==> config.mk <==
export PLATFORM = sky130hd
export DESIGN_NAME = imm_enc
export DESIGN_NICKNAME = d
export VERILOG_FILES = /design/src/rtl/riscv_imm_pkg.sv /design/src/rtl/imm_enc_core.sv /design/src/rtl/imm_enc.sv
export SDC_FILE = /design/constraint.sdc
export NUM_CORES = 1
export LEC_CHECK = 0
export ABC_AREA = 1
export CAP_MARGIN = 5
export CORE_MARGIN = 3
export CORE_UTILIZATION = 54
export DETAILED_ROUTE_END_ITERATION = 8
export GPL_ROUTABILITY_DRIVEN = 0
export PLACE_DENSITY = 0.85
export SYNTH_ARGS = -nofsm -noshare
export SYNTH_HDL_FRONTEND = slang
export SYNTH_SLANG_ARGS = --single-unit
==> constraint.sdc <==
create_clock -name clk -period 2.1 [get_ports clk]
set_clock_uncertainty 0.1 [all_clocks]
set_input_delay 0.315 -clock clk [delete_from_list [all_inputs] [get_ports clk]]
set_output_delay 0.315 -clock clk [all_outputs]
set_load 0.02 [all_outputs]
==> src/rtl/riscv_imm_pkg.sv <==
// Immediate format codes shared by the RISC-V immediate encoder and decoder,
// plus the request bundle carried through the encoder's input stage.
package riscv_imm_pkg;

    localparam logic [2:0] IMM_I  = 3'b000;  // I-type, signed 12-bit
    localparam logic [2:0] IMM_IU = 3'b001;  // I-type, unsigned 12-bit
    localparam logic [2:0] IMM_SH = 3'b010;  // shift amount, 5-bit field
    localparam logic [2:0] IMM_S  = 3'b011;  // S-type store offset
    localparam logic [2:0] IMM_B  = 3'b100;  // B-type branch offset
    localparam logic [2:0] IMM_U  = 3'b101;  // U-type upper immediate
    localparam logic [2:0] IMM_J  = 3'b110;  // J-type jump offset

    // Bit groups that must be a pure sign extension for each format
    localparam logic [31:0] MSK_31_11 = 32'hFFFF_F800;
    localparam logic [31:0] MSK_31_12 = 32'hFFFF_F000;
    localparam logic [31:0] MSK_31_20 = 32'hFFF0_0000;
    localparam logic [31:0] MSK_31_4  = 32'hFFFF_FFF0;

    typedef struct packed {
        logic [31:0] imm;
        logic [2:0]  sel;
        logic [31:0] base;
    } imm_req_t;

    // True when every bit selected by mask has the same value
    function automatic logic sext_ok(input logic [31:0] v, input logic [31:0] mask);
        return ((v & mask) == mask) || ((v & mask) == '0);
    endfunction

endpackage

==> src/rtl/imm_enc_core.sv <==
// Combinational immediate scatter into an instruction word plus
// representability check. Out-of-range values still produce the truncated
// encoding; an unknown format passes base through with err set.
module imm_enc_core
    import riscv_imm_pkg::*;
(
    input  logic [31:0] i_imm,
    input  logic [2:0]  i_sel,
    input  logic [31:0] i_base,
    output logic [31:0] o_inst,
    output logic        o_err
);

    // Overlay the immediate fields for the selected format onto base
    always_comb begin
        o_inst = i_base;
        o_err  = 1'b0;
        case (i_sel)
            IMM_I: begin
                o_inst[31:20] = i_imm[11:0];
                o_err         = !sext_ok(i_imm, MSK_31_11);
            end
            IMM_IU: begin
                o_inst[31:20] = i_imm[11:0];
                o_err         = |i_imm[31:12];
            end
            IMM_SH: begin
                o_inst[24:20] = i_imm[4:0];
                o_err         = !sext_ok(i_imm, MSK_31_4);
            end
            IMM_S: begin
                o_inst[31:25] = i_imm[11:5];
                o_inst[11:7]  = i_imm[4:0];
                o_err         = !sext_ok(i_imm, MSK_31_11);
            end
            IMM_B: begin
                o_inst[31]    = i_imm[12];
                o_inst[7]     = i_imm[11];
                o_inst[30:25] = i_imm[10:5];
                o_inst[11:8]  = i_imm[4:1];
                o_err         = i_imm[0] | !sext_ok(i_imm, MSK_31_12);
            end
            IMM_U: begin
                o_inst[31:12] = i_imm[31:12];
                o_err         = |i_imm[11:0];
            end
            IMM_J: begin
                o_inst[31]    = i_imm[20];
                o_inst[30:21] = i_imm[10:1];
                o_inst[20]    = i_imm[11];
                o_inst[19:12] = i_imm[19:12];
                o_err         = i_imm[0] | !sext_ok(i_imm, MSK_31_20);
            end
            default: o_err = 1'b1;
        endcase
    end

endmodule

==> src/rtl/imm_enc.sv <==
// Two-stage immediate encoder: S1 registers the request, S2 registers the
// encoded instruction. Valid/ready on both sides, full throughput.
// Optional: define IMM_ENC_ERRCNT_EN to add a saturating err_cnt output.
module imm_enc
    import riscv_imm_pkg::*;
(
    input  logic        clk,
    input  logic        rst_n,
    input  logic        in_valid,
    output logic        in_ready,
    input  logic [31:0] imm,
    input  logic [2:0]  imm_sel,
    input  logic [31:0] base,
    output logic        out_valid,
    input  logic        out_ready,
    output logic [31:0] inst,
    output logic        err
`ifdef IMM_ENC_ERRCNT_EN
    ,
    output logic [15:0] err_cnt
`endif
);

    logic        r_s1_vld;
    imm_req_t    r_s1_req;
    logic        r_out_vld;
    logic [31:0] r_inst;
    logic        r_err;

    logic        w_s1_load;
    logic        w_s2_load;
    logic [31:0] w_enc_inst;
    logic        w_enc_err;

    // S2 can take a new word when empty or draining this cycle
    assign w_s2_load = r_s1_vld && (!r_out_vld || out_ready);
    assign in_ready  = !r_s1_vld || !r_out_vld || out_ready;
    assign w_s1_load = in_valid && in_ready;

    imm_enc_core u_core (
        .i_imm  (r_s1_req.imm),
        .i_sel  (r_s1_req.sel),
        .i_base (r_s1_req.base),
        .o_inst (w_enc_inst),
        .o_err  (w_enc_err)
    );

    // S1: capture on accept, otherwise empty out when forwarded to S2
    always_ff @(posedge clk or negedge rst_n) begin
        if (!rst_n) begin
            r_s1_vld <= 1'b0;
            r_s1_req <= '0;
        end else if (w_s1_load) begin
            r_s1_vld <= 1'b1;
            r_s1_req <= '{imm: imm, sel: imm_sel, base: base};
        end else if (w_s2_load) begin
            r_s1_vld <= 1'b0;
        end
    end

    // S2: load encoded word, hold while stalled, clear on drain
    always_ff @(posedge clk or negedge rst_n) begin
        if (!rst_n) begin
            r_out_vld <= 1'b0;
            r_inst    <= '0;
            r_err     <= 1'b0;
        end else if (w_s2_load) begin
            r_out_vld <= 1'b1;
            r_inst    <= w_enc_inst;
            r_err     <= w_enc_err;
        end else if (out_ready) begin
            r_out_vld <= 1'b0;
        end
    end

    assign out_valid = r_out_vld;
    assign inst      = r_inst;
    assign err       = r_err;

`ifdef IMM_ENC_ERRCNT_EN
    logic [15:0] r_err_cnt;

    // Count erroneous results as they leave, sticking at all-ones
    always_ff @(posedge clk or negedge rst_n) begin
        if (!rst_n)
            r_err_cnt <= '0;
        else if (r_out_vld && out_ready && r_err && (r_err_cnt != 16'hFFFF))
            r_err_cnt <= r_err_cnt + 16'd1;
    end

    assign err_cnt = r_err_cnt;
`endif

endmodule

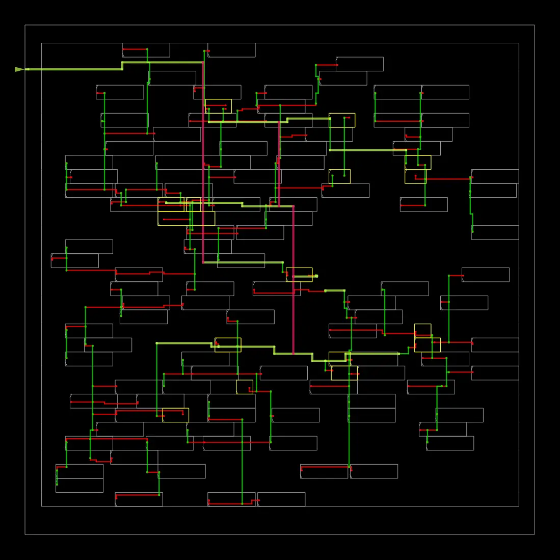
clock_nets.png
worst skew pair latency: 390 ps
power in the clock group: 1340 uW

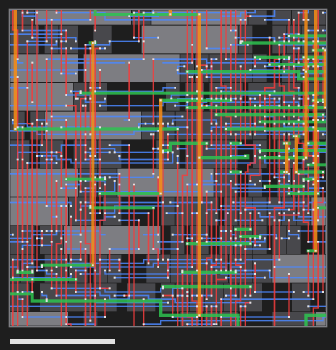
closeup.png
The bar under the picture is 10 um long. Window x 34 to 64, y 34 to 64 um. Cells in grey, sequential cells in the stronger grey; small squares are vias.
Key: M4 = orange; M2 = red; M1 = blue; M3 = green
Netlist names of flops here include `r_s1_req` (12), `inst` (1). 111 logic cells have their middle in the window. Sequential cells in the window: 13. Most frequent: nand2_1 (22), nand3_1 (15), dfrtp_1 (13).

==> results.toml <==
# flow metrics
[setup_path]
critical-path-top-delay-family = "buffers and inverters"
path_cells = "nand3_1, clkdlybuf4s50_1"

[logic_synthesis]
fp_nets = 587
common_cells = "102 x dfrtp_1, 91 x nor2_1, 79 x nand2_1"
mux_share_pct = 7.04

[cells_and_area]
fin_cells = 737
fin_nets = 698
lay_top_cells = "104 x clkdlybuf4s50_1, 102 x dfrtp_1, 91 x nor2_1"
largest_reg_flops = 67

[route]
wl_um = 12300
avgRoutedWirePerCell_um = 16.6
drt_iter0_drc = 276

[worst_hold_path]
hold_path_class = "input pin to async pin"

[floorplan]
rows = 33

[power]
p_leak_uw = 0.00270

[sta]
finalCriticalPeriod_ps = 1950
period_used_pct = 92.9
max_slew_margin_pct = 77.5

[run_status]
status = "finished clean"

[clock_network]
clock-root-buffer = "clkbuf_8"
## area by class of cell
type / count / area, um2
Clock buffer: 9 / 124
Clock inverter: 7 / 88.8
Fill cell: 585 / 2200
Inverter: 47 / 176
Multi-Input combinational cell: 348 / 1830
Sequential cell: 102 / 2550
Tap cell: 105 / 131
Timing Repair Buffer: 119 / 1190
## worst max path at each step
stage	from	end	slack, ps	cells after the start
after global placement	out_ready	in_ready	180	4
after global routing	out_valid	in_ready	100	2
after detailed placement	out_ready	r_s1_req[33]	130	9
final	out_valid	in_ready	150	2
after floorplan	out_valid	r_s1_req[10]	370	4
after CTS	out_valid	in_ready	140	2
## worst reg2reg max path, stage by stage (launching register included)
cell and delay, ps:
dfrtp_1 480, inv_2 120, nand2_2 90, nand2_1 180
inv_2 90, o21ai_0 230, o21ai_0 170, o22a_1 210
No activity file was given, so power comes from the tool's default toggle rates.
